<file path="src/rtl/divider_arbiter.sv">
// Two-requester arbiter in front of a shared multi-cycle divider.
// Divide-by-zero is answered locally; divider latency is bounded by a timeout.
module divider_arbiter #(
  parameter int WORD_LENGTH = 16,
  parameter int TIMEOUT     = 64
) (
  input  logic                   clk,
  input  logic                   reset,
  input  logic                   req0_valid,
  input  logic [WORD_LENGTH-1:0] req0_dividend,
  input  logic [WORD_LENGTH-1:0] req0_divisor,
  output logic                   req0_ready,
  input  logic                   req1_valid,
  input  logic [WORD_LENGTH-1:0] req1_dividend,
  input  logic [WORD_LENGTH-1:0] req1_divisor,
  output logic                   req1_ready,
  output logic                   resp0_valid,
  output logic                   resp1_valid,
  output logic [WORD_LENGTH-1:0] resp_result,
  output logic [WORD_LENGTH-1:0] resp_remainder,
  output logic                   resp_error,
  output logic                   div_start,
  output logic [WORD_LENGTH-1:0] div_dividend,
  output logic [WORD_LENGTH-1:0] div_divisor,
  input  logic                   div_done,
  input  logic [WORD_LENGTH-1:0] div_result,
  input  logic [WORD_LENGTH-1:0] div_remainder,
  output logic                   busy
);
  localparam int CW = (TIMEOUT > 1) ? $clog2(TIMEOUT) : 1;

  typedef enum logic [1:0] {S_IDLE, S_ISSUE, S_WAIT, S_RESPOND} state_t;

  state_t                 r_state, w_next;
  logic                   r_prio, r_owner;
  logic [CW-1:0]          r_cnt;
  logic [WORD_LENGTH-1:0] r_dividend, r_divisor;
  logic [WORD_LENGTH-1:0] r_cap_result, r_cap_rem;
  logic                   r_cap_err;
  logic [WORD_LENGTH-1:0] r_hold_result, r_hold_rem;
  logic                   r_hold_err;

  logic                   w_grant, w_accept, w_timeout, w_div_zero;
  logic [WORD_LENGTH-1:0] w_sel_dividend, w_sel_divisor;

  always_comb begin
    w_grant = r_prio;
    if (req0_valid && !req1_valid)      w_grant = 1'b0;
    else if (req1_valid && !req0_valid) w_grant = 1'b1;
  end

  assign w_accept       = (r_state == S_IDLE) && !reset && (req0_valid || req1_valid);
  assign w_sel_dividend = w_grant ? req1_dividend : req0_dividend;
  assign w_sel_divisor  = w_grant ? req1_divisor  : req0_divisor;
  assign w_div_zero     = (w_sel_divisor == '0);
  assign w_timeout      = (r_cnt == CW'(TIMEOUT - 1));

  always_ff @(posedge clk) begin
    if (reset) r_state <= S_IDLE;
    else       r_state <= w_next;
  end

  always_comb begin
    w_next = r_state;
    case (r_state)
      S_IDLE:    if (w_accept) w_next = w_div_zero ? S_RESPOND : S_ISSUE;
      S_ISSUE:   w_next = S_WAIT;
      S_WAIT:    if (div_done || w_timeout) w_next = S_RESPOND;
      S_RESPOND: w_next = S_IDLE;
      default:   w_next = S_IDLE;
    endcase
  end

  // Response data is muxed from the capture registers only during RESPOND so the
  // visible outputs keep their previous values while a new result is captured.
  always_comb begin
    req0_ready     = 1'b0;
    req1_ready     = 1'b0;
    div_start      = 1'b0;
    busy           = 1'b0;
    resp0_valid    = 1'b0;
    resp1_valid    = 1'b0;
    resp_result    = r_hold_result;
    resp_remainder = r_hold_rem;
    resp_error     = r_hold_err;
    if (!reset) begin
      req0_ready  = w_accept && !w_grant;
      req1_ready  = w_accept && w_grant;
      div_start   = (r_state == S_ISSUE);
      busy        = (r_state != S_IDLE);
      resp0_valid = (r_state == S_RESPOND) && !r_owner;
      resp1_valid = (r_state == S_RESPOND) && r_owner;
      if (r_state == S_RESPOND) begin
        resp_result    = r_cap_result;
        resp_remainder = r_cap_rem;
        resp_error     = r_cap_err;
      end
    end
  end

  assign div_dividend = r_dividend;
  assign div_divisor  = r_divisor;

  always_ff @(posedge clk) begin
    if (reset) begin
      r_prio        <= 1'b0;
      r_owner       <= 1'b0;
      r_cnt         <= '0;
      r_dividend    <= '0;
      r_divisor     <= '0;
      r_cap_result  <= '0;
      r_cap_rem     <= '0;
      r_cap_err     <= 1'b0;
      r_hold_result <= '0;
      r_hold_rem    <= '0;
      r_hold_err    <= 1'b0;
    end else begin
      case (r_state)
        S_IDLE: begin
          if (w_accept) begin
            r_owner    <= w_grant;
            r_prio     <= ~w_grant;
            r_dividend <= w_sel_dividend;
            r_divisor  <= w_sel_divisor;
            if (w_div_zero) begin
              r_cap_result <= '1;
              r_cap_rem    <= w_sel_dividend;
              r_cap_err    <= 1'b1;
            end
          end
        end
        S_ISSUE: r_cnt <= '0;
        S_WAIT: begin
          if (div_done) begin
            r_cap_result <= div_result;
            r_cap_rem    <= div_remainder;
            r_cap_err    <= 1'b0;
          end else if (w_timeout) begin
            r_cap_result <= '0;
            r_cap_rem    <= '0;
            r_cap_err    <= 1'b1;
          end else begin
            r_cnt <= r_cnt + 1'b1;
          end
        end
        S_RESPOND: begin
          r_hold_result <= r_cap_result;
          r_hold_rem    <= r_cap_rem;
          r_hold_err    <= r_cap_err;
        end
        default: ;
      endcase
    end
  end
endmodule
</file>
<file path="config.mk">
export PLATFORM = sky130hd
export DESIGN_NAME = divider_arbiter
export DESIGN_NICKNAME = d
export VERILOG_FILES = /design/src/rtl/divider_arbiter.sv
export SDC_FILE = /design/constraint.sdc
export NUM_CORES = 1
export LEC_CHECK = 0
export ABC_AREA = 1
export ABC_CLOCK_PERIOD_IN_PS = 5010
export CAP_MARGIN = 0
export CORE_UTILIZATION = 45
export CTS_CLUSTER_SIZE = 30
export DETAILED_ROUTE_END_ITERATION = 10
export PLACE_DENSITY = 0.77
export SLEW_MARGIN = 20
export SYNTH_ARGS = -nofsm -noshare
export SYNTH_HDL_FRONTEND = slang
export SYNTH_SLANG_ARGS = --single-unit
</file>
<file path="constraint.sdc">
create_clock -name clk -period 5.01 [get_ports clk]
set_input_delay 1.503 -clock clk [delete_from_list [all_inputs] [get_ports clk]]
set_output_delay 1.503 -clock clk [all_outputs]
set_load 0.03 [all_outputs]
</file>
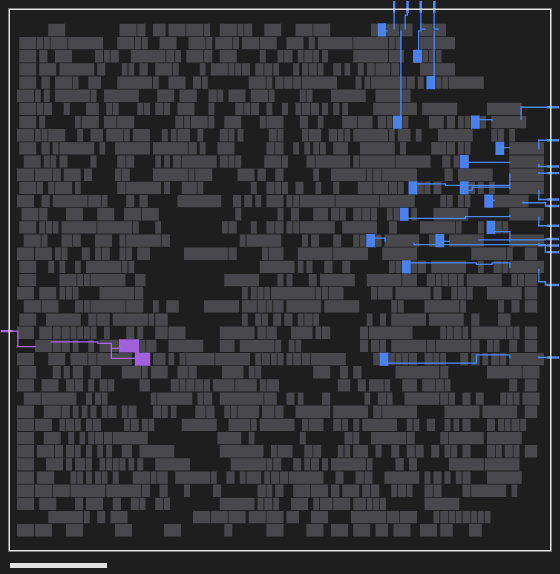
Run 1: wires at chosen ports, followed through buffers
The bar under the picture is 20 µm long.
legend:
  blue:
    port: resp_remainder
    bits: 16
    direction: output
    edge: 12 right, 4 top
    end_cells: 16
    buffers: 16
    wire: 263 µm
  purple:
    port: req0_valid
    bits: 1
    direction: input
    edge: left
    end_cells: 2
    buffers: 1
    wire: 32.0 µm
I/O pins: 172
port bufs: 171

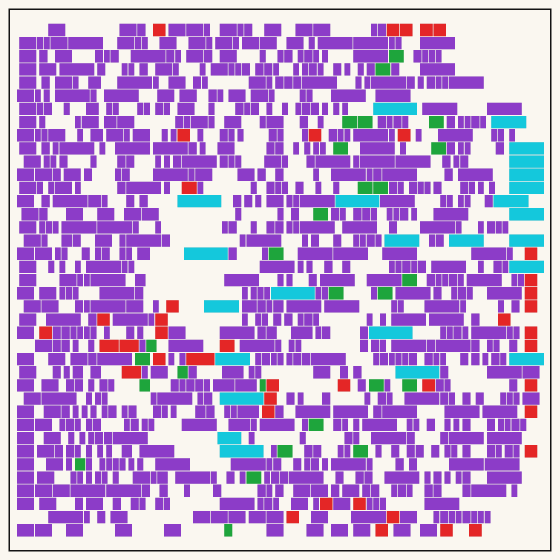
Run 1: drive-strength map
legend:
  purple:
    size: _0 and _1 cells
    cells: 861
  cyan:
    size: _6 and larger
    cells: 24
  green:
    size: _2 cells
    cells: 27
  red:
    size: _3 and _4 cells
    cells: 42

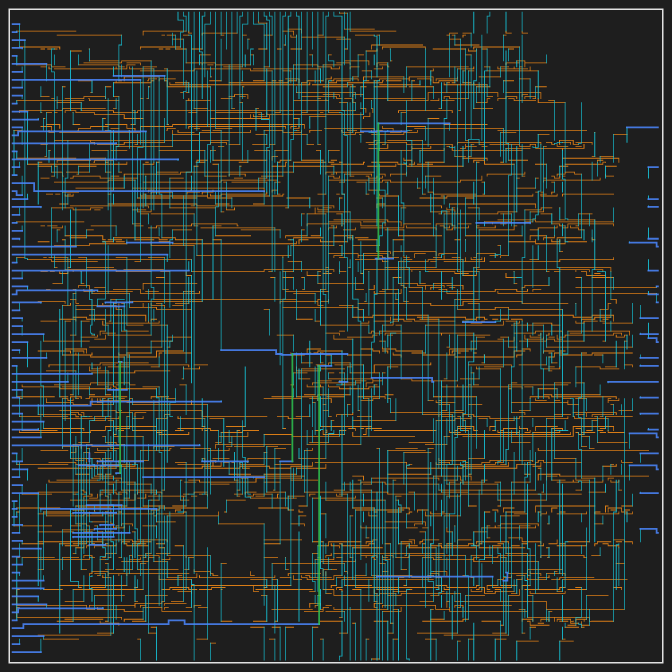
Run 1: routed metal, one colour a layer
legend:
  orange:
    layer: metal 1
    wire_length: 6690 µm
  green:
    layer: metal 4
    wire_length: 105 µm
  cyan:
    layer: metal 2
    wire_length: 6600 µm
  blue:
    layer: metal 3
    wire_length: 835 µm
via count: 5479
routed len/inst: 12.97 µm

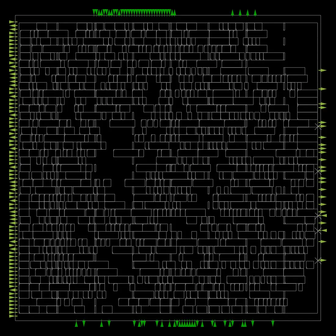
Run 1: placed standard cells
row count: 39
Final Core Density: 0.6460

==> out/summary.txt, run 1 <==
hold-fix buffers at CTS = 0
Worst Path Max Fanout = 17
Final Hold Vio Count = 0
yosys warns = 0
Avg Cell Area, Syn = 6.668 µm²
Area leader share = 0.4003
DRT Pass-1 Iters = 7
Worst Setup EP = req1_ready
nets@finish = 1058
largest net degree at the start of global routing = 67
post-DR vias/cell = 4.995
Rel. slew slack = 0.3598
clk_skew = 0.006773 ns
Fmax = 225.9 MHz
Register Area = 2162 µm²
Tcrit/Tclk final = 0.8836
syn nets = 917
Setup Viol. Count Final = 0
r2r setup slk = 2.25 ns
Placer Congestion = 0.9405
CP startpoint kind = input port
hold path startpoint = r_cap_result[3]
clk root buf = clkbuf_16
PD cells = 512.3 nW/µm²
failing checks = design-rule violations
CTS tree = done
die width = 111.6 µm
Gate Area = 2708 µm²
DR DRC count = 5
core area = 11560 µm²
max-slew violations = 0
r2r endpoint = r_cap_rem[7]
dpl cells = 1083
synth unique cells = 29
Global Route Usage Sum = 0.2301
detailed-route wire length = 14230 µm
clock-pin transition on the worst setup and hold timing paths = 0.07 ns
CP Capture Type = output port
number of diodes = 0
Worst-Margin Slew = 0.9592 ns
Late-Pin Clk Latency = 0.34 ns
die height = 111.6 µm
Post-Synthesis Cells = 810
RSZ-0062 raised after global routing = false
post-cts resize count = 0
R2R depth = 8
post-route insts no fill = 1097
Num CTS Buffers = 9
CTS Buffer Depth = 2
Synth area leader = dfxtp_1
placed inst area = 7203 µm²
Fin Setup TNS = 0 ns
Top area cell types = dfxtp_1 40%, nand2_1 13%, o21ai_0 11%
yosys stat chip area = 5401 µm²
vias in the first global route = 4853
outcome = finished with violations
cell total in the yosys stat output = 810
worst IR drop on VDD = 0.3618 mV
ratio of cells with drive above 1 in the final layout = 0.09748
DRT iter0 DRCs = 371
Critical Path Start = req1_valid
H-Tree Level Count = 3
Final ANT Viol Nets = 0
gr ovfl total = 0
post-synthesis cell area = 5401 µm²
post-CTS setup buffer count = 0
Worst Path Required = 3.51 ns
worst hold endpoint = r_cap_result[3]
Sink Count = 108
number of max-cap violations = 0
synthesized flop and latch total = 108
first-pass GRT wire length = 23260 µm
design area = 7471 µm²
worst hold-check path type = reg2reg
Tool Warnings = 30
number of fillers in the final layout = 1049
minimum clock period = 4.427 ns
-- run 1: worst max-delay path, stage by stage --
cell             delay, ns
clkdlybuf4s50_1       0.55
nand2_1               0.11
nand2_4               0.17
nand2_4               0.16
nor2_1                0.23
buf_4                 0.20
-- run 1: routing by layer --
| layer | part of all wire | up-vias | track usage | wire length (µm) |
|---|---|---|---|---|
| li1 | - | 2890 | - | - |
| met1 | 0.47 | 2413 | 0.3097 | 6693 |
| met2 | 0.46 | 168 | 0.3725 | 6598 |
| met3 | 0.059 | 8 | 0.05280 | 834 |
| met4 | 0.0073 | 0 | 0.05856 | 104 |
| met5 | 0 | - | 0 | 0 |
-- run 1: registers in the layout, summed over array words and instances, names as in the netlist --
signal	flops
r_owner	1
r_hold_rem	16
r_prio	1
r_cap_rem	16
r_cap_result	16
r_state	2
div_dividend	16
r_cnt	6
div_divisor	16
r_hold_err	1
r_hold_result	16
r_cap_err	1
-- run 1: cells in the final DEF, fill, tap and decap left out, types with 2 or more instances in the layout --
cell type,Yosys,routed
nor2_1,117,117
a21oi_1,38,37
buf_4,2,35
and3_1,2,2
nand2_2,2,2
nor2_2,2,2
clkbuf_16,0,9
clkinv_1,2,2
clkdlybuf4s50_1,0,135
nand2_4,3,3
nand2_1,186,186
ha_1,6,6
a31oi_1,6,6
dfxtp_1,108,108
nand3_1,62,62
nor3_1,5,5
inv_1,65,65
o21ai_0,120,120
a21oi_2,20,20
o211ai_1,6,6
clkinv_4,0,2
buf_12,1,14
-- run 1: synthesized netlist by cell type, drive strengths merged --
cell / count
o22ai: 1
a21oi: 58
dfxtp: 108
nor3: 5
inv: 66
clkbuf: 33
ha: 6
nor2: 119
and3: 2
a31oi: 6
nand3: 62
o21ai: 122
clkinv: 2
o211ai: 6
buf: 22
xor2: 1
nand2: 191
-- run 1: cells by family (layout without fill, tap and decap cells) --
| kind of cell | count (synthesis) | after routing | synth area share |
|---|---|---|---|
| AND-OR/OR-AND | 193 | 193 | 0.1978 |
| adder cells (fa/ha/maj) | 6 | 6 | 0.01390 |
| AND/OR/NAND/NOR | 379 | 379 | 0.2858 |
| buffers and inverters | 123 | 267 | 0.1005 |
| flip-flops | 108 | 108 | 0.4003 |
| XOR/XNOR | 1 | 1 | 0.001622 |
-- run 1: final cells by class --
cell class | instances | area share
clock inverters | 3 | 0.003350
flip-flops and latches | 108 | 0.2894
inverters | 68 | 0.03417
multi-input cells | 579 | 0.3624
well taps | 143 | 0.02395
repair buffers | 185 | 0.2542
clock buffers | 11 | 0.03249
-- run 1: metrics by stage --
step                power, mW  hold WS, ns  worst slack [ns]
floorplan               2.598       0.4432            0.6667
global placement        3.165       0.4547            0.5538
detailed placement      3.186       0.4620            0.5752
CTS                     3.849       0.4784            0.5750
global route            4.108       0.4956            0.4801
finish                  3.827       0.4745            0.5830
-- run 1: where the power goes --
part	switching, mW	internal, mW
registers	0.128	1.09
logic	1.21	0.737
clock network	0.309	0.348
Run 1, cell classes on the final placement:
Fill, decap, tap and diode cells in grey.
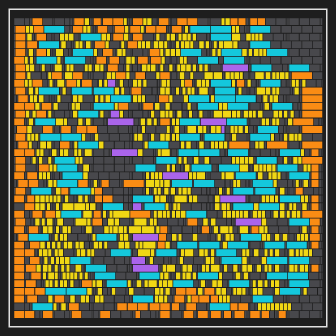

==> run 1 -> run 2 <==
--- a/config.mk
+++ b/config.mk
@@ -8,10 +8,10 @@
 export ABC_AREA = 1
 export ABC_CLOCK_PERIOD_IN_PS = 5010
 export CAP_MARGIN = 0
-export CORE_UTILIZATION = 45
+export CORE_UTILIZATION = 38
 export CTS_CLUSTER_SIZE = 30
 export DETAILED_ROUTE_END_ITERATION = 10
-export PLACE_DENSITY = 0.77
+export PLACE_DENSITY = 0.67
 export SLEW_MARGIN = 20
 export SYNTH_ARGS = -nofsm -noshare
 export SYNTH_HDL_FRONTEND = slang
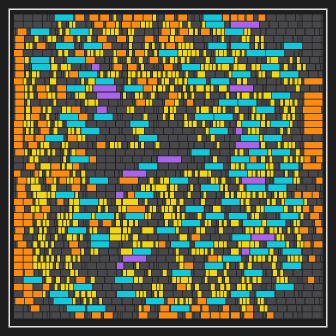
Run 2: cell classes on the final placement
Fill, decap, tap and diode cells in grey.
legend:
  yellow:
    class: combinational and other logic
    cells: 647
    share_of_their_area: 40%
  cyan:
    class: sequential cells
    cells: 108
    share_of_their_area: 30%
  orange:
    class: remaining buffers and delay cells
    cells: 184
    share_of_their_area: 26%
  purple:
    class: clock drivers and dummy loads
    cells: 16
    share_of_their_area: 4.2%
Final Core Density: 0.5437
row count: 43

==> run 2 against run 1 <==
Compared with the run above:
- via count about the same
- non-clock buffer count decreased by 1
- power increased by 2.1%
- fmax increased by 3.4%
- die size increased by 18%
- cell count increased by 3.5%
- area after synthesis unchanged
- the run now ends clean
- sequential power about the same
- register-to-register slack got worse by 0.04 ns
- clock power increased by 12%
==> out/summary.txt, run 2 <==
yosys stat chip area = 5401 µm² (unchanged)
r2r setup slk = 2.21 ns (-0.04 ns)
RSZ-0062 raised after global routing = false
post-cts resize count = 0 (unchanged)
flip-flops with a built-in enable = 0 (unchanged)
worst IR drop on VDD = 0.3253 mV (-10%)
dpl cells = 1119 (+3.3%)
ratio of cells with drive above 1 in the final layout = 0.1005 (+0.003039)
number of max-cap violations = 0 (unchanged)
synth unique cells = 29 (unchanged)
Tool Warnings = 30 (unchanged)
Final Hold Vio Count = 0 (unchanged)
Critical Path Max Stage Delay = 0.72 ns (+0.17 ns)
synth cell count leaders = 186 x nand2_1, 120 x o21ai_0, 117 x nor2_1
Seq/Total Area, Yosys = 0.4003
max-slew violations = 0 (unchanged)
Final ANT Viol Nets = 0 (unchanged)
gr ovfl total = 0 (unchanged)
post-CTS setup buffer count = 0 (unchanged)
Pleak = 3.237 nW
detailed-route wire length = 14770 µm (+3.8%)
post-route insts no fill = 1135 (+3.5%)
Synth area leader = dfxtp_1
commonest cells after routing, fill and taps aside = 186 x nand2_1, 134 x clkdlybuf4s50_1, 120 x o21ai_0, 117 x nor2_1, 108 x dfxtp_1
Rel. slew slack = 0.5748 (+0.2150)
r2r endpoint = r_cap_rem[9]
Tcrit/Tclk final = 0.8544 (-0.02918)
CTS tree = done
worst hold-check path type = reg2reg
Gate Area = 2708 µm² (unchanged)
largest net degree at the start of global routing = 75 (+12%)
Top area cell types = dfxtp_1 40%, nand2_1 13%, o21ai_0 11%
die height = 121.2 µm (+8.7%)
Async SR Flop Fraction = 0 (unchanged)
Fin Setup TNS = 0 ns (unchanged)
final worst slack = 0.7292 ns (+0.1462 ns)
Fmax = 233.6 MHz (+3.4%)
synthesized flop and latch total = 108 (unchanged)
nets@finish = 1057 (-0.095%)
clk_skew = 0.005560 ns (-0.001213 ns)
most numerous logic cell after layout = nand2_1
core area = 13880 µm² (+20%)
WP depth = 4 (-2)
die width = 121.2 µm (+8.7%)
Die Area = 14700 µm²
CP arrival = 2.78 ns
Num CTS Buffers = 9 (unchanged)
DRT iter0 DRCs = 406 (+9.4%)
Critical Path, Cell by Cell = buf_2 > buf_4 > nor3_1 > clkdlybuf4s50_1
critical path class = in2out
minimum clock period = 4.281 ns (-0.1462 ns)
net switching power = 1.691 mW (+2.3%)
Late-Pin Clk Latency = 0.35 ns (about the same)
CTS Buffer Depth = 2 (unchanged)
clk root buf = clkbuf_16
worst hold endpoint = div_divisor[11]
vias in the first global route = 4811 (-0.87%)
part of the power in combinational logic = 0.501 (-0.009)
yosys warns = 0 (unchanged)
CP Capture Type = output port
syn nets = 917 (unchanged)
dpl hpwl = 10520 µm
Area leader share = 0.4003 (unchanged)
Worst-Margin Slew = 0.6378 ns (-0.3214 ns)
Worst Path Buf+Inv = 3 (+1)
cell family with most CP delay = buffers and inverters
Worst Path Max Fanout = 13 (-4)
Synth top cell by count = nand2_1
outcome = completed
Internal Dissipation = 2.218 mW (+2.0%)
number of fillers in the final layout = 1385 (+32%)
Register Area = 2162 µm² (unchanged)
hold path startpoint = div_divisor[11]
number of diodes = 0 (unchanged)
clock network fraction of design power = 0.189 (+0.017)
H-Tree Level Count = 3 (unchanged)
routed len/inst = 13.01 µm (+0.29%)
Global Route Usage Sum = 0.2066 (-0.02349)
port bufs = 171 (unchanged)
Setup Viol. Count Final = 0 (unchanged)
PD cells = 517.9 nW/µm² (+1.1%)
hold-fix buffers at CTS = 0 (unchanged)
switch share = 0.4326 (+0.0009328)
clock-pin transition on the worst setup and hold timing paths = 0.07 ns (about the same)
first-pass GRT wire length = 23960 µm (+3.0%)
post-synthesis cell area = 5401 µm² (unchanged)
slowest CP cell = clkdlybuf4s50_1
pre-CTS setup slack = 0.7340 ns (+0.1588 ns)
via count = 5478 (-0.018%)
I/O pins = 172 (unchanged)
R2R depth = 8 (unchanged)
Dominant Register Cell = dfxtp_1
Sink Count = 108 (unchanged)
Avg Cell Area, Syn = 6.668 µm² (unchanged)
DR DRC count = 0 (-5)
CP startpoint kind = input port
Worst Path Required = 3.51 ns (about the same)
cell total in the yosys stat output = 810 (unchanged)
DRT Pass-1 Iters = 5 (-2)
Post-Synthesis Cells = 810 (unchanged)
initial antenna violation count = 0
post-DR vias/cell = 4.826 (-3.4%)
Reg power frac = 0.311 (-0.008)
Placer Congestion = 0.8338 (-11%)
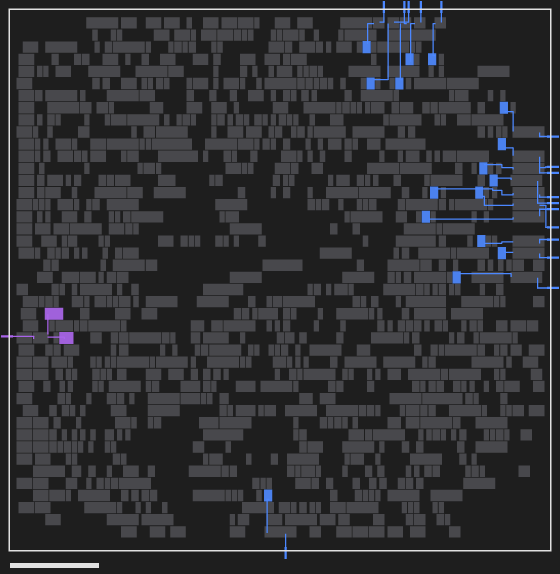
Run 2: wires at chosen ports, followed through buffers
The bar under the picture is 20 µm long.

-- run 2: cell counts after synthesis --
No cell type changed its count.
-- run 2: power groups by stage --
| stage | logic [mW] | registers [mW] | clock network (mW) |
|---|---|---|---|
| 6_report | 1.96 | 1.21 | 0.738 |
| 3_3_place_gp | 1.96 | 1.23 | 0 |
| 2_1_floorplan | 1.27 | 1.33 | 0 |
| 5_1_grt | 2.17 | 1.24 | 0.796 |
| 3_5_place_dp | 1.97 | 1.23 | 0 |
| 4_1_cts | 1.98 | 1.22 | 0.764 |
-- run 2: stage by stage --
| stage | hold WS, ns | power [mW] | area, µm² |
|---|---|---|---|
| floorplan | 0.4432 | 2.598 | 5401 |
| global placement | 0.4545 | 3.193 | 7239 |
| detailed placement | 0.4626 | 3.208 | 7239 |
| CTS | 0.4749 | 3.957 | 7547 |
| global route | 0.4982 | 4.206 | 7547 |
| finish | 0.4741 | 3.909 | 7547 |
-- run 2: tightest hold or removal path, delay by kind of cell, from the launching register on --
family | cells | cell delay [ns]
flip-flops | 1 | 0.32
AND/OR/NAND/NOR | 2 | 0.11
-- run 2: layer usage --
layer | up-vias | wire length (µm) | track usage
met4 | 0 | 132 | 0.06019
met5 | - | 0 | 0
met1 | 2429 | 7171 | 0.2911
met3 | 8 | 1007 | 0.05216
met2 | 149 | 6456 | 0.3086
li1 | 2892 | - | -
-- run 2: how the worst max path moves through the flow --
stage / endpoint / start
2_1_floorplan: resp_error / reset
3_3_place_gp: req1_ready / req1_valid
3_5_place_dp: req1_ready / req1_valid
4_1_cts: req1_ready / req1_valid
5_1_grt: req1_ready / req1_valid
6_report: resp1_valid / reset
-- run 2: layout make-up --
| cell class | count | share of cell area |
|---|---|---|
| clock inverters | 7 | 0.01094 |
| flip-flops and latches | 108 | 0.2865 |
| clock buffers | 9 | 0.02984 |
| inverters | 68 | 0.03382 |
| repair buffers | 184 | 0.2503 |
| multi-input cells | 579 | 0.3588 |
| well taps | 180 | 0.02984 |
-- run 2: kinds of logic after synthesis --
logic type | count (synthesis) | share of synthesized area
compound gates | 193 | 0.1978
xor+xnor | 1 | 0.001622
fa+ha+maj | 6 | 0.01390
buf+inv | 123 | 0.1005
flops | 108 | 0.4003
simple gates | 379 | 0.2858
No activity file was given, so power comes from the tool's default toggle rates.
